===== config.mk =====
export PLATFORM = sky130hd
export DESIGN_NAME = nabp_swap_control
export DESIGN_NICKNAME = d
export VERILOG_FILES = /design/src/rtl/nabp_swap_control.sv
export SDC_FILE = /design/constraint.sdc
export NUM_CORES = 1
export LEC_CHECK = 0
export CORE_MARGIN = 10
export CORE_UTILIZATION = 30
export DETAILED_ROUTE_END_ITERATION = 10
export PLACE_DENSITY_LB_ADDON = 0.05
export SLEW_MARGIN = 20
export SYNTH_ARGS = -nofsm -noshare
export SYNTH_HDL_FRONTEND = slang
export SYNTH_SLANG_ARGS = --single-unit

===== constraint.sdc =====
create_clock -name clk -period 5.5 [get_ports clk]
set_clock_uncertainty 0.2 [all_clocks]
set_input_delay 1.65 -clock clk [delete_from_list [all_inputs] [get_ports clk]]
set_output_delay 1.65 -clock clk [all_outputs]
set_load 0.05 [all_outputs]

===== src/rtl/nabp_swap_control.sv =====
// -----------------------------------------------------------------------------
// nabp_swap_control
// Angle scheduler and ping-pong arbiter for two NABP state-control units that
// share one shifter datapath. Angles kAngleStart..kAngleEnd (step kAngleStep)
// are handed out on next-angle requests; swap pulses move a filled unit into
// shifting so that only one unit shifts at a time; done rises once every issued
// angle has finished shifting.
//
// Ports:
//   clk                 system clock
//   reset               synchronous, active-high reset
//   start               one-cycle pulse, begins a pass from IDLE or DONE
//   sc0/1_next_angle    unit requests a new angle
//   sc0/1_fill_ready    unit waits in fill_done for a swap (level)
//   sc0/1_shift_done    unit finished shifting (pulse)
//   sc0/1_angle         registered angle for the unit
//   sc0/1_angle_valid   angle register holds an unfinished angle
//   sc0/1_swap          registered one-cycle swap pulse
//   done                all angles issued and shifted
// -----------------------------------------------------------------------------
module nabp_swap_control #(
    parameter int kAngleLength = 9,
    parameter int kAngleStart  = 0,
    parameter int kAngleEnd    = 179,
    parameter int kAngleStep   = 1
) (
    input  logic                    clk,
    input  logic                    reset,
    input  logic                    start,
    input  logic                    sc0_next_angle,
    input  logic                    sc1_next_angle,
    input  logic                    sc0_fill_ready,
    input  logic                    sc1_fill_ready,
    input  logic                    sc0_shift_done,
    input  logic                    sc1_shift_done,
    output logic [kAngleLength-1:0] sc0_angle,
    output logic [kAngleLength-1:0] sc1_angle,
    output logic                    sc0_angle_valid,
    output logic                    sc1_angle_valid,
    output logic                    sc0_swap,
    output logic                    sc1_swap,
    output logic                    done
);

    // Counter carries one extra bit so "past the end" never wraps back to a
    // small angle; sums get one more bit so two steps ahead cannot overflow.
    localparam int CW = kAngleLength + 1;
    localparam int SW = kAngleLength + 2;
    localparam logic [SW-1:0] END_S   = SW'(kAngleEnd);
    localparam logic [SW-1:0] STEP_S  = SW'(kAngleStep);
    localparam logic [CW-1:0] START_C = CW'(kAngleStart);

    typedef enum logic [1:0] {
        S_IDLE  = 2'd0,
        S_RUN   = 2'd1,
        S_DRAIN = 2'd2,
        S_DONE  = 2'd3
    } state_t;

    state_t                  state_r, state_s;
    logic [CW-1:0]           counter_r, counter_s;
    logic                    turn_r, turn_s;
    logic [1:0]              shifting_r, shifting_s;
    logic [1:0]              exhausted_r, exhausted_s;
    logic [kAngleLength-1:0] angle0_r, angle0_s;
    logic [kAngleLength-1:0] angle1_r, angle1_s;
    logic [1:0]              valid_r, valid_s;
    logic [1:0]              swap_r, swap_s;
    logic                    done_r, done_s;

    logic [SW-1:0]           cnt_w_s, cnt_p1_s, cnt_p2_s;
    logic                    first_ok_s, second_ok_s;
    logic [1:0]              req_s, ready_s, sdone_s;

    assign req_s   = {sc1_next_angle, sc0_next_angle};
    assign ready_s = {sc1_fill_ready, sc0_fill_ready};
    assign sdone_s = {sc1_shift_done, sc0_shift_done};

    // Next-state, angle grant, swap arbitration and completion logic.
    always_comb begin
        state_s     = state_r;
        counter_s   = counter_r;
        turn_s      = turn_r;
        shifting_s  = shifting_r;
        exhausted_s = exhausted_r;
        angle0_s    = angle0_r;
        angle1_s    = angle1_r;
        valid_s     = valid_r;
        swap_s      = 2'b00;
        done_s      = done_r;
        cnt_w_s     = {1'b0, counter_r};
        cnt_p1_s    = cnt_w_s + STEP_S;
        cnt_p2_s    = cnt_p1_s + STEP_S;
        first_ok_s  = (cnt_w_s <= END_S);
        second_ok_s = (cnt_p1_s <= END_S);

        case (state_r)
            S_IDLE, S_DONE: begin
                if (start) begin
                    state_s     = S_RUN;
                    counter_s   = START_C;
                    turn_s      = 1'b0;
                    shifting_s  = 2'b00;
                    exhausted_s = 2'b00;
                    valid_s     = 2'b00;
                    done_s      = 1'b0;
                end else begin
                    state_s = state_r;
                end
            end
            S_RUN, S_DRAIN: begin
                // Angle grant: unit 0 takes the lower angle on a tie.
                if (req_s == 2'b11) begin
                    if (first_ok_s) begin
                        angle0_s   = counter_r[kAngleLength-1:0];
                        valid_s[0] = 1'b1;
                        if (second_ok_s) begin
                            angle1_s   = cnt_p1_s[kAngleLength-1:0];
                            valid_s[1] = 1'b1;
                            counter_s  = cnt_p2_s[CW-1:0];
                        end else begin
                            valid_s[1]     = 1'b0;
                            exhausted_s[1] = 1'b1;
                            counter_s      = cnt_p1_s[CW-1:0];
                        end
                    end else begin
                        valid_s     = 2'b00;
                        exhausted_s = 2'b11;
                    end
                end else if (req_s == 2'b01) begin
                    if (first_ok_s) begin
                        angle0_s   = counter_r[kAngleLength-1:0];
                        valid_s[0] = 1'b1;
                        counter_s  = cnt_p1_s[CW-1:0];
                    end else begin
                        valid_s[0]     = 1'b0;
                        exhausted_s[0] = 1'b1;
                    end
                end else if (req_s == 2'b10) begin
                    if (first_ok_s) begin
                        angle1_s   = counter_r[kAngleLength-1:0];
                        valid_s[1] = 1'b1;
                        counter_s  = cnt_p1_s[CW-1:0];
                    end else begin
                        valid_s[1]     = 1'b0;
                        exhausted_s[1] = 1'b1;
                    end
                end else begin
                    counter_s = counter_r;
                end

                // A stray shift_done on an idle unit clears an already-clear flag.
                shifting_s = shifting_r & ~sdone_s;

                // Swap arbitration looks at the registered flags only, so a
                // shift_done on the peer delays the swap by one cycle.
                if (exhausted_r[turn_r]) begin
                    turn_s = ~turn_r;
                end else if (ready_s[turn_r] && valid_r[turn_r] &&
                             !shifting_r[~turn_r] && !shifting_r[turn_r]) begin
                    swap_s[turn_r]     = 1'b1;
                    shifting_s[turn_r] = 1'b1;
                    turn_s             = ~turn_r;
                end else begin
                    turn_s = turn_r;
                end

                if (state_r == S_RUN) begin
                    if ({1'b0, counter_s} > END_S) begin
                        state_s = S_DRAIN;
                    end else begin
                        state_s = S_RUN;
                    end
                end else if ((exhausted_r == 2'b11) && (shifting_r == 2'b00)) begin
                    state_s = S_DONE;
                    done_s  = 1'b1;
                end else begin
                    state_s = S_DRAIN;
                end
            end
            default: begin
                state_s = S_IDLE;
            end
        endcase
    end

    // State and output registers with synchronous reset.
    always_ff @(posedge clk) begin
        if (reset) begin
            state_r     <= S_IDLE;
            counter_r   <= START_C;
            turn_r      <= 1'b0;
            shifting_r  <= 2'b00;
            exhausted_r <= 2'b00;
            angle0_r    <= '0;
            angle1_r    <= '0;
            valid_r     <= 2'b00;
            swap_r      <= 2'b00;
            done_r      <= 1'b0;
        end else begin
            state_r     <= state_s;
            counter_r   <= counter_s;
            turn_r      <= turn_s;
            shifting_r  <= shifting_s;
            exhausted_r <= exhausted_s;
            angle0_r    <= angle0_s;
            angle1_r    <= angle1_s;
            valid_r     <= valid_s;
            swap_r      <= swap_s;
            done_r      <= done_s;
        end
    end

    assign sc0_angle       = angle0_r;
    assign sc1_angle       = angle1_r;
    assign sc0_angle_valid = valid_r[0];
    assign sc1_angle_valid = valid_r[1];
    assign sc0_swap        = swap_r[0];
    assign sc1_swap        = swap_r[1];
    assign done            = done_r;

endmodule


==> impl_metrics.toml, run 1 <==
# generated from flow reports
[clock_tree]
cts_tree = "built"
cts_buffers = 5

[power]
combPwrFrac_pct = 46.4

[final_layout]
drive_above_1_share_pct = 9.281
diodes = 0
num-fill-cells = 861
num-multi-input-gates = 246

[timing]
slew_violations = 0
holdWs_ns = 0.2858
hold_violations = 0

[yosys]
synth-seq-cells = 40
simple_gate_area_share_pct = 27.17
synth.logic.top_family = "simple AND/OR/NAND/NOR gates"
aoi_share_pct = 25.79
xor_share_pct = 4.438
yosysMostFrequentCell = "nor2_1"
top_cell_area_share_pct = 31.56
area_leaders = "dfxtp_1, nor2_1, a21oi_1, mux2i_1, nand2_1"
yosys_cells = 314

[global_route]
grt_pass1_vias = 2363

[worst_setup_path]
critPathSlowestCell = "clkdlybuf4s50_1"
worstPathMaxFanout = 12
crit_chain = "clkdlybuf4s50_1, and2_1, nand3_2, o41ai_1, a21oi_1, or3_1, a31oi_1, a21oi_1"
end_kind = "flop"
regToRegEndpoint = "sc1_angle[1]$_SDFFE_PP0P_"

[floorplanning]
core_area_sq_um = 8217
die_h_microns = 112.0

[placed_design]
portBuffers = 31

[route]
met1Wirelength_mm = 3.924
drt_iter0_drc = 166
dr_wl_met2_mm = 3.561

[min_path]
holdPathStages = 1

[run_status]
outcome = "finished clean"
## run 1: flip-flops by register name, indices dropped and copies added (netlist names)
name,cells
shifting_r,2
exhausted_r,2
valid_r,2
sc1_angle,9
done,1
sc0_angle,9
swap_r,2
counter_r,10
state_r,2
turn_r,1
## run 1: placed cells by master (no fill, tap or decap), types with 6 or more instances in the layout
master / instances
a211oi_1: 8
a21oi_1: 21
and3_1: 6
clkdlybuf4s50_1: 31
dfxtp_1: 40
mux2i_1: 8
nand2_1: 19
nand3_1: 8
nor2_1: 44
nor3_1: 7
o21ai_0: 12
xnor2_1: 8
## run 1: worst max path at each step
| stage | endpoint | cells past startpoint | slack, ns | from |
|---|---|---|---|---|
| 2_1_floorplan | state_r[0]$_SDFFE_PP0P_ | 9 | 1.80 | sc1_next_angle |
| 3_3_place_gp | state_r[0]$_SDFFE_PP0P_ | 8 | 1.07 | sc0_next_angle |
| 3_5_place_dp | state_r[0]$_SDFFE_PP0P_ | 8 | 0.98 | sc0_next_angle |
| 4_1_cts | state_r[0]$_SDFFE_PP0P_ | 8 | 1.30 | sc0_next_angle |
| 5_1_grt | state_r[0]$_SDFFE_PP0P_ | 8 | 1.10 | sc0_next_angle |
| 6_report | state_r[0]$_SDFFE_PP0P_ | 8 | 1.27 | sc0_next_angle |
## run 1: stage by stage
| step | instance area, sq um | worst slack (ns) | utilization [%] |
|---|---|---|---|
| global route | 3013 | 1.098 | 36.67 |
| detailed placement | 2902 | 0.9798 | 35.31 |
| CTS | 3013 | 1.303 | 36.67 |
| floorplan | 2537 | 1.797 | - |
| global placement | 2902 | 1.074 | 35.31 |
| finish | 3013 | 1.266 | 36.67 |
run_1/zoom.png
Window x 41 to 71, y 19 to 49 microns. Cells in grey, sequential cells in the stronger grey; small squares are vias.
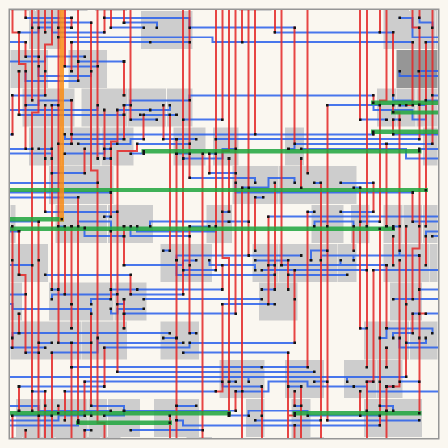
Key: met1 = blue; met4 = orange; met3 = green; met2 = red
56 logic cells have their middle in the window. Most frequent: nand2_1 (7), nor2_1 (4). Sequential cells in the window: 0.

run_1/gate_families.png
(4 px per micron)
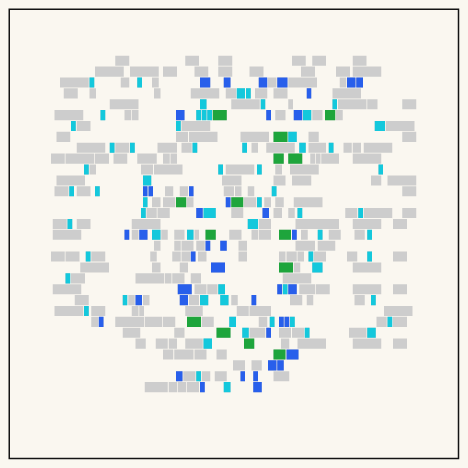
Key: NAND gates = blue [cells 41, most used nand2_1]; NOR gates = cyan [cells 64, most used nor2_1]; AND-OR and OR-AND gates = green [cells 14, most used o21a_1]
Commonest Layout Cell: nor2_1
combinational share of cell area: 53.45%

run_1/wire_density.png
(3 px per micron) 22 x 22 tiles, from white (low) to dark blue (high), scaled to the fullest tile. Values are wire area over tile area, all layers added.
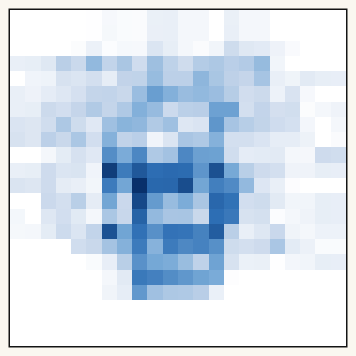
The densest ninth of the die: centre. 12% of the tiles are over half the peak. 32% of the tiles are nearly empty. The fullest tile reaches 0.55. The mean over all tiles is 0.10.
vias post-DR: 2429
Total GRT Usage: 12.69%
WL/cell: 18.58 microns

==> run 2, diff against run 1 <==
==> constraint.sdc (replaced) <==
create_clock -name clk -period 4.1 [get_ports clk]
set_clock_uncertainty 0.2 [all_clocks]
set_input_delay 1.23 -clock clk [delete_from_list [all_inputs] [get_ports clk]]
set_output_delay 1.23 -clock clk [all_outputs]
set_load 0.05 [all_outputs]
run_2/gate_families.png
(4 px per micron)
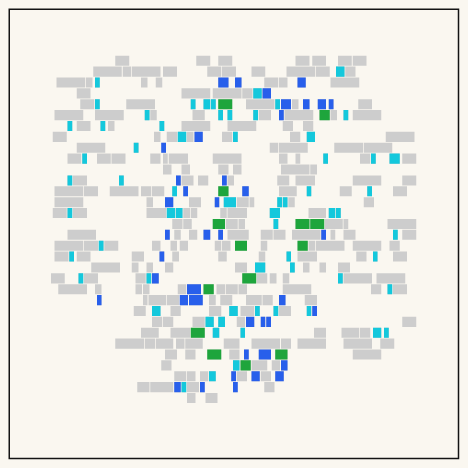
fin cells: 449
combinational share of cell area: 52.38%

==> run 2 against run 1 <==
  * Total power rose by 31%
  * Cell count rose by 2.3%
  * Count of clock-buffer cells in the layout rose by 1
  * Synthesized cell count did not move
  * Setup slack got worse by 0.53 ns
  * Via count rose by 2.8%
==> impl_metrics.toml, run 2 <==
# generated from flow reports
[run_status]
outcome = "finished clean"

[final_layout]
lay_top_cells = "nor2_1, dfxtp_1, clkdlybuf4s50_1"
lay_top_count = "nor2_1"
largest_reg_flops = 10
num-fill-cells = 851
drive_above_1_share_pct = 11.63
num-multi-input-gates = 246
top_register = "counter_r"
diodes = 0

[global_route]
track_usage_pct = 13.15

[min_path]
holdPathStages = 1

[route]
vias = 2497
dr_wl_met2_mm = 3.805
wl_per_cell_microns = 18.87
met1Wirelength_mm = 4.019

[timing]
hold_violations = 0
max_freq_ghz = 0.2975
slew_violations = 0
timing.final.ws_setup_ns = 0.7392
maxSlewHeadroom_pct = 49.74

[clock_tree]
cts_buffers = 5

[worst_setup_path]
critPathSlowestCell = "clkdlybuf4s50_1"
worstPathMaxFanout = 6
end_kind = "flop"

[yosys]
yosys_cells = 314
area_leaders = "dfxtp_1, nor2_1, a21oi_1, mux2i_1, nand2_1"
top_cell_area_share_pct = 31.56
synth-seq-cells = 40

[power]
combPwrFrac_pct = 49.9

[placed_design]
dp_slack_ns = 0.4748
portBuffers = 31

[floorplanning]
die_h_microns = 112.0
pin_count = 32
run_2/zoom.png
Window x 41 to 71, y 19 to 49 microns. Cells in grey, sequential cells in the stronger grey; small squares are vias.
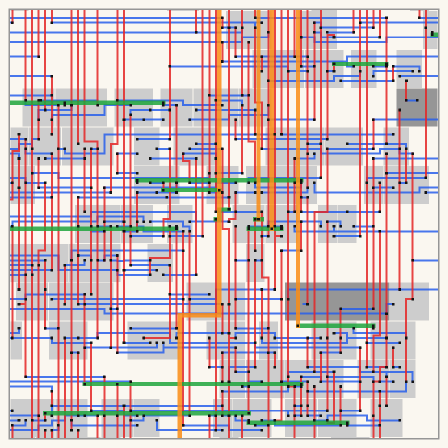
Key: met4 = orange; met2 = red; met1 = blue; met3 = green
63 logic cells have their middle in the window. Sequential cells in the window: 1. Netlist names of flops here include `counter_r` (1).

[run 2: cell counts after synthesis]
Identical to the previous run, type by type.
[run 2: cells by family (layout without fill, tap and decap cells)]
logic type                 after synthesis  after routing  synth area share [%]
AOI/OAI and AO/OA                       89             89                 25.79
adders and majority gates                5              5                 2.465
DFF                                     40             40                 31.56
and+or+nand+nor                        131            131                 27.17
buffers and inverters                   28             58                 4.980
xor gates and xnor gates                12             12                 4.438
muxes                                    9              9                 3.600
[run 2: final timing paths]
path / startpoint / end / slack (ns)
max: sc1_next_angle / state_r[0]$_SDFFE_PP0P_ / 0.74
min: sc1_angle[8]$_SDFFE_PP0P_ / sc1_angle[8]$_SDFFE_PP0P_ / 0.28
max reg2reg: counter_r[1]$_SDFFE_PP0P_ / state_r[1]$_SDFFE_PP0P_ / 0.91
min reg2reg: sc1_angle[8]$_SDFFE_PP0P_ / sc1_angle[8]$_SDFFE_PP0P_ / 0.28
[run 2: per-stage QoR]
| step | instance area [sq um] | cells | power, mW | hold slack [ns] |
|---|---|---|---|---|
| 2_1_floorplan | 2537 | 314 | 1.007 | 0.2560 |
| 3_3_place_gp | 2997 | 442 | 1.253 | 0.2681 |
| 3_5_place_dp | 2997 | 442 | 1.239 | 0.2714 |
| 4_1_cts | 3074 | 449 | 1.498 | 0.2825 |
| 5_1_grt | 3074 | 449 | 1.581 | 0.3008 |
| 6_report | 3074 | 449 | 1.482 | 0.2763 |
[run 2: power groups by stage]
stage	clock, mW	combinational, mW	sequential [mW]
6_report	0.254	0.740	0.488
5_1_grt	0.284	0.800	0.497
4_1_cts	0.266	0.743	0.489
3_5_place_dp	0	0.740	0.499
3_3_place_gp	0	0.755	0.498
2_1_floorplan	0	0.396	0.612
Power figures rest on the tool's default switching activity, not on a simulated workload.
